### Routing congestion, run 1

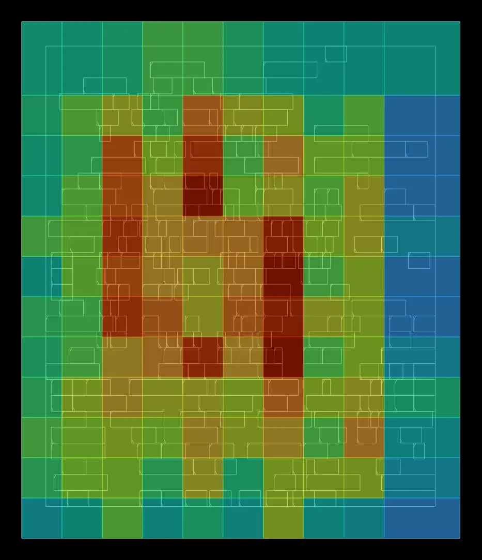
### Routed metal, one color a layer, run 1

Only two layers are drawn.
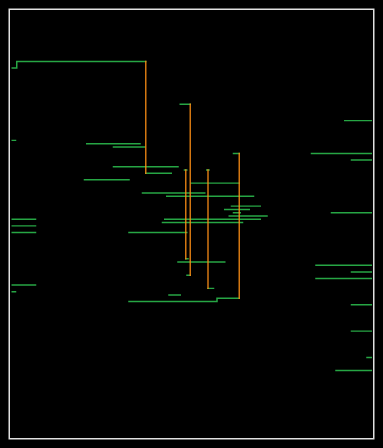
### Pin map, run 1

Pins as bars across the die edge, other pins in gray.
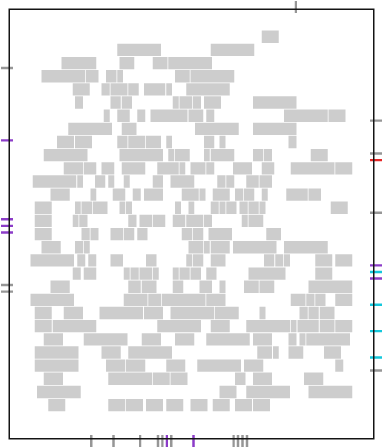
$ cat src/rtl/en_seq.sv
// Enable burst sequencer: emits reps bursts of on_len enable-high cycles
// separated by off_len enable-low gaps, with abort and completion pulse.
module en_seq #(
    parameter int CW = 8
) (
    input  logic          clk,
    input  logic          rst_n,
    input  logic          start,
    input  logic          abort,
    input  logic [CW-1:0] on_len,
    input  logic [CW-1:0] off_len,
    input  logic [3:0]    reps,
    output logic          en,
    output logic          busy,
    output logic          done,
    output logic [3:0]    rep_cnt
);

    typedef enum logic [1:0] {
        IDLE = 2'd0,
        ON   = 2'd1,
        OFF  = 2'd2
    } state_t;

    localparam logic [CW-1:0] CNT_ZERO = {CW{1'b0}};
    localparam logic [CW-1:0] CNT_ONE  = {{(CW-1){1'b0}}, 1'b1};

    state_t          state_r, state_s;
    logic [CW-1:0]   cnt_r, cnt_s;
    logic [CW-1:0]   on_len_r, on_len_s;
    logic [CW-1:0]   off_len_r, off_len_s;
    logic [3:0]      reps_r, reps_s;
    logic [3:0]      rep_cnt_s;
    logic            done_s;

    // Next-state, counter and parameter-latch logic
    always_comb begin
        state_s   = state_r;
        cnt_s     = cnt_r;
        on_len_s  = on_len_r;
        off_len_s = off_len_r;
        reps_s    = reps_r;
        rep_cnt_s = rep_cnt;
        done_s    = 1'b0;
        case (state_r)
            IDLE: begin
                if (start && !abort) begin
                    on_len_s  = on_len;
                    off_len_s = off_len;
                    reps_s    = reps;
                    rep_cnt_s = 4'd0;
                    if ((on_len == CNT_ZERO) || (reps == 4'd0)) begin
                        done_s = 1'b1;
                    end else begin
                        state_s = ON;
                        cnt_s   = on_len;
                    end
                end else begin
                    state_s = IDLE;
                end
            end
            ON: begin
                if (abort) begin
                    state_s = IDLE;
                end else if (cnt_r == CNT_ONE) begin
                    // Last cycle of a burst: count it, then finish, gap or re-burst
                    rep_cnt_s = rep_cnt + 4'd1;
                    if (rep_cnt_s == reps_r) begin
                        state_s = IDLE;
                        done_s  = 1'b1;
                    end else if (off_len_r != CNT_ZERO) begin
                        state_s = OFF;
                        cnt_s   = off_len_r;
                    end else begin
                        cnt_s = on_len_r;
                    end
                end else begin
                    cnt_s = cnt_r - CNT_ONE;
                end
            end
            OFF: begin
                if (abort) begin
                    state_s = IDLE;
                end else if (cnt_r == CNT_ONE) begin
                    state_s = ON;
                    cnt_s   = on_len_r;
                end else begin
                    cnt_s = cnt_r - CNT_ONE;
                end
            end
            default: begin
                state_s = IDLE;
                cnt_s   = CNT_ZERO;
            end
        endcase
    end

    // State, counter and latched-parameter registers
    always_ff @(posedge clk or negedge rst_n) begin
        if (!rst_n) begin
            state_r   <= IDLE;
            cnt_r     <= CNT_ZERO;
            on_len_r  <= CNT_ZERO;
            off_len_r <= CNT_ZERO;
            reps_r    <= 4'd0;
        end else begin
            state_r   <= state_s;
            cnt_r     <= cnt_s;
            on_len_r  <= on_len_s;
            off_len_r <= off_len_s;
            reps_r    <= reps_s;
        end
    end

    // Output registers, decoded from next state so they align with state_r
    always_ff @(posedge clk or negedge rst_n) begin
        if (!rst_n) begin
            en      <= 1'b0;
            busy    <= 1'b0;
            done    <= 1'b0;
            rep_cnt <= 4'd0;
        end else begin
            en      <= (state_s == ON);
            busy    <= (state_s != IDLE);
            done    <= done_s;
            rep_cnt <= rep_cnt_s;
        end
    end

endmodule

$ cat config.mk
export PLATFORM = sky130hd
export DESIGN_NAME = en_seq
export DESIGN_NICKNAME = d
export VERILOG_FILES = /design/src/rtl/en_seq.sv
export SDC_FILE = /design/constraint.sdc
export NUM_CORES = 1
export LEC_CHECK = 0
export ABC_CLOCK_PERIOD_IN_PS = 2710
export CORE_ASPECT_RATIO = 1.2
export CORE_MARGIN = 4
export CORE_UTILIZATION = 39
export CTS_CLUSTER_DIAMETER = 80
export DETAILED_ROUTE_END_ITERATION = 7
export PLACE_DENSITY_LB_ADDON = 0.1
export SLEW_MARGIN = 15
export SYNTH_ARGS = -nofsm -noshare
export SYNTH_HDL_FRONTEND = slang
export SYNTH_SLANG_ARGS = --single-unit
$ cat constraint.sdc
create_clock -name clk -period 2.71 [get_ports clk]
set_clock_uncertainty 0.1 [all_clocks]
set_input_delay 0.542 -clock clk [delete_from_list [all_inputs] [get_ports clk]]
set_output_delay 0.542 -clock clk [all_outputs]
set_load 0.005 [all_outputs]
==> results_dict.tcl, run 1 <==
# collected from the flow reports
set metrics [dict create \
    antennaDiodeCount 0 \
    p_per_area_mw_per_mm2 826 \
    seq_power_share 0.421 \
    fp_nets 233 \
    edf_count 0 \
    cp-end-kind "flop" \
    drc_errors 0 \
    fin_crit_ns 2.47 \
    reg2reg_from "cnt_r[1]" \
    logic_family "AND-OR/OR-AND gates" \
    grt_max_degree 38 \
    grt_overflow 0 \
    clkCellAreaFrac 0.0369 \
    clock_buffers 6 \
    swShare 0.365 \
    arrival_ns 2.58 \
    status "finished, final reports clean" \
    cts_buffer_depth 2 \
    power_leader "registers" \
    comb_area_mm2 0.00113 \
    tritoncts "done" \
    seqCellArea_um2 926 \
    synth_area_per_cell_um2 10.2 \
    yosysTopAreaCell "dfrtp_1" \
    final_common_cell "dfrtp_1" \
    cts_buffers 5 \
    clk_transition_reported_paths_ns 0.08 \
    worstPathRequired_ns 2.82 \
    mostFrequentLayoutCells "dfrtp_1 (37), clkdlybuf4s50_1 (29), mux2_2 (21)" \
    finalHoldViolCount 0 \
    pwr-share-comb 0.387 \
]
Back to the opening pictures, 'Routing congestion':
grt met3 use: 0.0386
met2 usage: 0.288
final core occ: 0.496
global-route track usage on met1: 0.231
GR peak layer: met2

Back to the opening pictures, 'Routed metal, one color a layer':
[M3] green | wire length: 319 µm
[M4] orange | wire length: 131 µm
average wire per standard cell: 17.3 µm
drt total wl: 5290 µm
Global Route Usage Sum: 0.178

Back to the opening pictures, 'Pin map':
[rep_cnt] cyan | pins: 4 | direction: output | edge: east
[on_len] purple | pins: 8 | direction: input | edge: 4 west, 2 east, 2 south
[en] red | pins: 1 | direction: output | edge: east

[run 1: per-layer routing]
layer	up-vias	wire length, µm	global-route usage
met5	-	0	0
met4	0	131	0.0647
met3	11	318	0.0386
met2	64	2550	0.288
met1	847	2290	0.231
li1	851	-	-
[run 1: through the flow]
stage | power [mW] | cell area (µm²) | setup slack (ns)
floorplan | 1.44 | 2110 | 0.563
global placement | 1.75 | 2510 | 0.212
detailed placement | 1.76 | 2510 | 0.233
CTS | 2.18 | 2610 | 0.230
global route | 2.32 | 2610 | 0.0505
finish | 2.16 | 2610 | 0.240
[run 1: worst max-delay path, stage by stage, from the launching register on]
cell and delay, ns:
dfrtp_1 0.42, inv_1 0.10, ha_1 0.17, nor3b_1 0.35, buf_12 0.18, nand2_4 0.13
nor4_4 0.35, buf_4 0.19, o31a_2 0.24, o2bb2ai_1 0.15
### Placed cells, one color a class, run 1

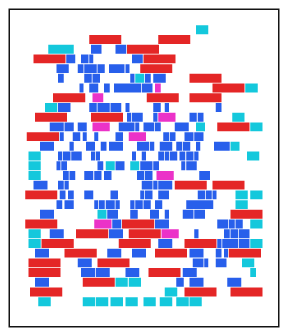

==> inputs of run 2 (changes only) <==
--- a/config.mk
+++ b/config.mk
@@ -5,6 +5,7 @@
 export SDC_FILE = /design/constraint.sdc
 export NUM_CORES = 1
 export LEC_CHECK = 0
+export ABC_AREA = 1
 export ABC_CLOCK_PERIOD_IN_PS = 2710
 export CORE_ASPECT_RATIO = 1.2
 export CORE_MARGIN = 4
@@ -12,6 +13,7 @@
 export CTS_CLUSTER_DIAMETER = 80
 export DETAILED_ROUTE_END_ITERATION = 7
 export PLACE_DENSITY_LB_ADDON = 0.1
+export SKIP_LAST_GASP = 1
 export SLEW_MARGIN = 15
 export SYNTH_ARGS = -nofsm -noshare
 export SYNTH_HDL_FRONTEND = slang
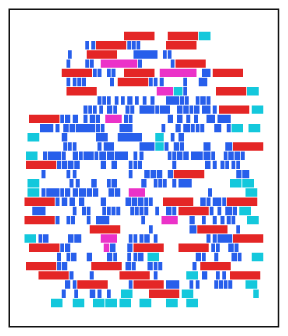
*Placed cells, one color a class, run 2*
[clock drivers and dummy loads] magenta | cells: 8 | share of their area: 4.8%
[sequential cells] red | cells: 37 | share of their area: 33%
[remaining buffers and delay cells] cyan | cells: 33 | share of their area: 11%
[remaining logic cells] blue | cells: 290 | share of their area: 51%

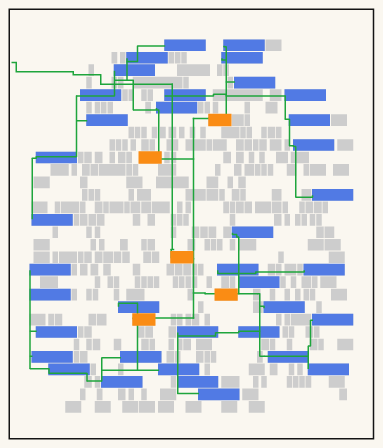
*Clock wires, drivers and flops, run 2*
[clock-net drivers] orange | count: 5
[clock wires] green | length: 529 µm
[flip-flops] blue | count: 37
flops lie: spread over the die

==> results_dict.tcl, run 2 <==
# collected from the flow reports
set metrics [dict create \
    crit_slowest_cell "dfrtp_1" \
    pre_cts_slack_ns 0.444 \
    seq_power_share 0.373 \
    edf_count 0 \
    dpl_cell_area_mm2 0.00275 \
    wl_um 5590 \
    crit_buf_inv 1 \
    fin_ws_ns 0.732 \
    stdcell_area_mm2 0.00289 \
    reg2reg_from "rep_cnt[0]" \
    drc_errors 0 \
    cts_buffers 5 \
    p_per_area_mw_per_mm2 786 \
    yosysWarningCount 0 \
    max_stage_delay_ns 0.47 \
    cpMostUsedCell "nand2_1" \
    finalHoldViolCount 0 \
    yosysTopAreaCell "dfrtp_1" \
    mostFrequentLayoutCells "nand2_1 (106), inv_1 (44), nand3_1 (42)" \
    swShare 0.383 \
    setup_viol 0 \
    pwr-share-comb 0.377 \
    cp-end-kind "flop" \
    power_leader "combinational cells" \
    path_depth 12 \
    grt_overflow 0 \
    worstPathRequired_ns 2.79 \
    final_common_cell "nand2_1" \
    grt_usage 0.169 \
    tritoncts "done" \
    grt_max_degree 38 \
    crit_family "simple AND/OR/NAND/NOR gates" \
    total_power_mw 2.27 \
    status "finished, final reports clean" \
    fp_nets 360 \
    fin_crit_ns 1.98 \
    cp-start-kind "flop" \
]
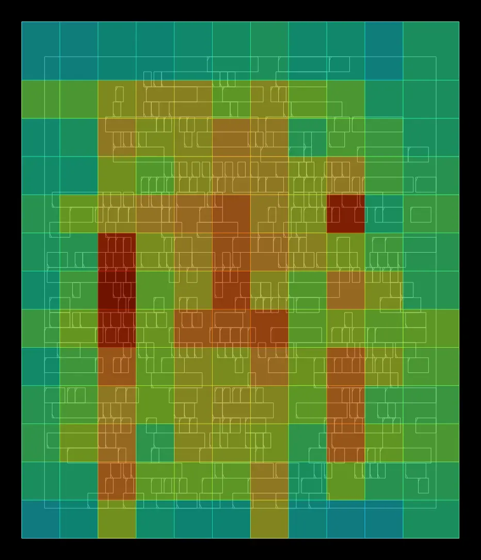
*Routing congestion, run 2*
average wire per standard cell: 12.5 µm
met2 usage: 0.299
final core occ: 0.499

[run 2: kinds of logic (layout without fill, tap and decap cells)]
kind of cell	after synthesis	count (layout)	share of synthesized area
AND/OR/NAND/NOR	197	197	0.387
flip-flops	37	37	0.391
XOR/XNOR	1	1	0.00370
adder cells (fa/ha/maj)	3	3	0.0158
multiplexers	7	7	0.0333
buffers and inverters	53	88	0.0893
AND-OR/OR-AND	35	35	0.0803
[run 2: final cells by class]
class,count,area (µm²)
well taps,80,100
fillers,600,2900
flip-flops and latches,37,926
repair buffers,33,318
inverters,47,176
clock inverters,3,65.1
multi-input cells,243,1230
clock buffers,5,68.8
[run 2: metal layers]
layer	up-vias	global-route usage	routed length (µm)
met5	-	0	0
met4	0	0.0688	115
met3	11	0.0347	189
met2	35	0.299	2890
met1	972	0.198	2390
li1	1127	-	-
### Routed metal, one color a layer, run 2

Only two layers are drawn.
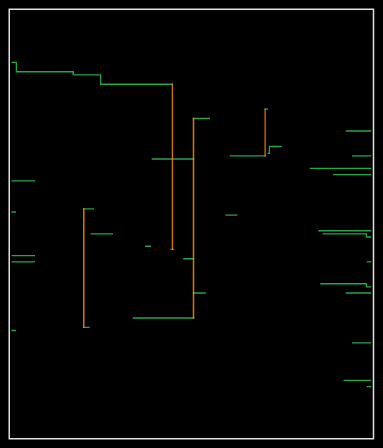

==> inputs of run 3 (changes only) <==
--- a/config.mk
+++ b/config.mk
@@ -6,7 +6,7 @@
 export NUM_CORES = 1
 export LEC_CHECK = 0
 export ABC_AREA = 1
-export ABC_CLOCK_PERIOD_IN_PS = 2710
+export ABC_CLOCK_PERIOD_IN_PS = 2000
 export CORE_ASPECT_RATIO = 1.2
 export CORE_MARGIN = 4
 export CORE_UTILIZATION = 39
==> constraint.sdc (replaced) <==
create_clock -name clk -period 2 [get_ports clk]
set_clock_uncertainty 0.1 [all_clocks]
set_input_delay 0.4 -clock clk [delete_from_list [all_inputs] [get_ports clk]]
set_output_delay 0.4 -clock clk [all_outputs]
set_load 0.005 [all_outputs]
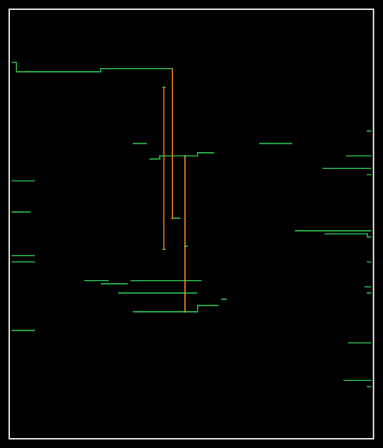
*Routed metal, one color a layer, run 3*
Only two layers are drawn.
[M4] orange | wire length: 102 µm
[M3] green | wire length: 209 µm
drt total wl: 5900 µm
vias post-DR: 2218
average wire per standard cell: 12.7 µm
Global Route Usage Sum: 0.173

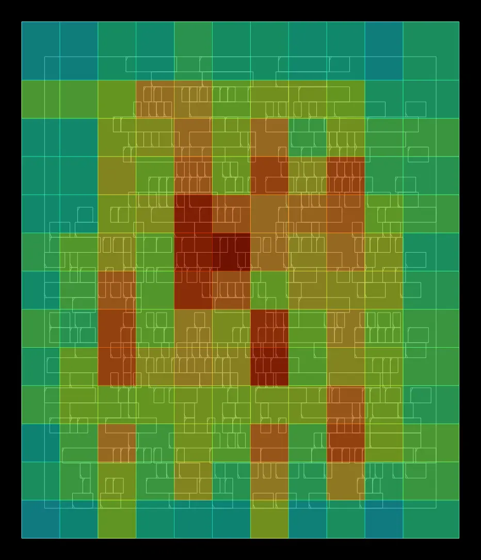
*Routing congestion, run 3*
grt met3 use: 0.0318
met2 usage: 0.310
final core occ: 0.521
global-route track usage on met1: 0.201

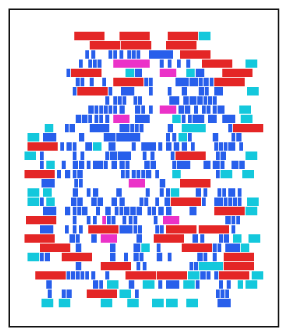
*Placed cells, one color a class, run 3*
[clock drivers and dummy loads] magenta | cells: 8 | share of their area: 4.0%
[remaining buffers and delay cells] cyan | cells: 47 | share of their area: 15%
[remaining logic cells] blue | cells: 291 | share of their area: 49%
[sequential cells] red | cells: 37 | share of their area: 32%
num rows: 30
post-route cell area: 0.00301 mm²
Core ar.: 0.00578 mm²
sequential share of cell area: 0.307

==> results_dict.tcl, run 3 <==
# collected from the flow reports
set metrics [dict create \
    seq_power_share 0.364 \
    area_dominant_class "combinational gates" \
    cp-end-kind "flop" \
    power_leader "combinational cells" \
    clk_latency_ns 0.29 \
    non_clock_buffer_area_share 0.149 \
    synth-simple-area-share 0.387 \
    tap_cells 80 \
    antennaDiodeCount 0 \
    worstPathRequired_ns 2.13 \
    total_power_mw 3.09 \
    fp_nets 360 \
    dpl_cell_area_mm2 0.00286 \
    mostFrequentLayoutCells "nand2_1 (106), inv_1 (44), nand3_1 (42)" \
    final_common_cell "nand2_1" \
    pre_cts_slack_ns -0.0559 \
    area_growth_pct 27.3 \
    logic_family "simple AND/OR/NAND/NOR gates" \
    yosysWarningCount 0 \
    p_per_area_mw_per_mm2 1020 \
    fin_ws_ns 0.167 \
    pwr-share-comb 0.416 \
    grt_max_degree 34 \
    fillers 608 \
    drtAntennaViolNets 0 \
    clock_buffers 7 \
    fin_crit_ns 1.83 \
    status "finished, final reports clean" \
    crit_buf_inv 2 \
    synth.area.mux_share 0.0333 \
    setup_viol 0 \
    hold_slack_ns 0.407 \
    grt_overflow 0 \
    seqCellArea_um2 926 \
    max_stage_delay_ns 0.40 \
    aoi_share 0.0803 \
    ys_seq_share 0.391 \
    edf_count 0 \
    cts_buffers 5 \
    clkCellAreaFrac 0.0386 \
    crit_slowest_cell "dfrtp_1" \
    swShare 0.393 \
    comb_area_mm2 0.00124 \
    crit_family "simple AND/OR/NAND/NOR gates" \
    cp-start-kind "flop" \
    signal_buffers 47 \
    num-nonclk-inverters 47 \
    drc_errors 0 \
    adder_share 0.0158 \
    yosysTopAreaCell "dfrtp_1" \
]
==> run 3: layer usage <==
layer | part of all wire | vias up
met2 | 0.53 | 40
met4 | 0.017 | 0
met1 | 0.42 | 1015
met3 | 0.035 | 7
li1 | - | 1156
met5 | 0 | -
==> run 3: path summary, 6_finish.rpt <==
check,start,endpoint,slack (ns),cells after the start
max,cnt_r[1],cnt_r[6],0.17,11
min,on_len_r[5],on_len_r[5],0.41,1
max in group asynchronous,rst_n,cnt_r[1],0.86,3
max reg2reg,cnt_r[1],cnt_r[6],0.17,11
min reg2reg,on_len_r[5],on_len_r[5],0.41,1
min in group asynchronous,rst_n,reps_r[0],0.49,2
==> run 3: timing repair <==
item / CTS / global route
hold buffers: 1 / 0
resized: 0 / 2
endpoints found under the hold margin: 17 / 0
setup endpoints to repair: 0 / 9
buffers inserted: 0 / 2
No activity file was given, so power comes from the tool's default toggle rates.
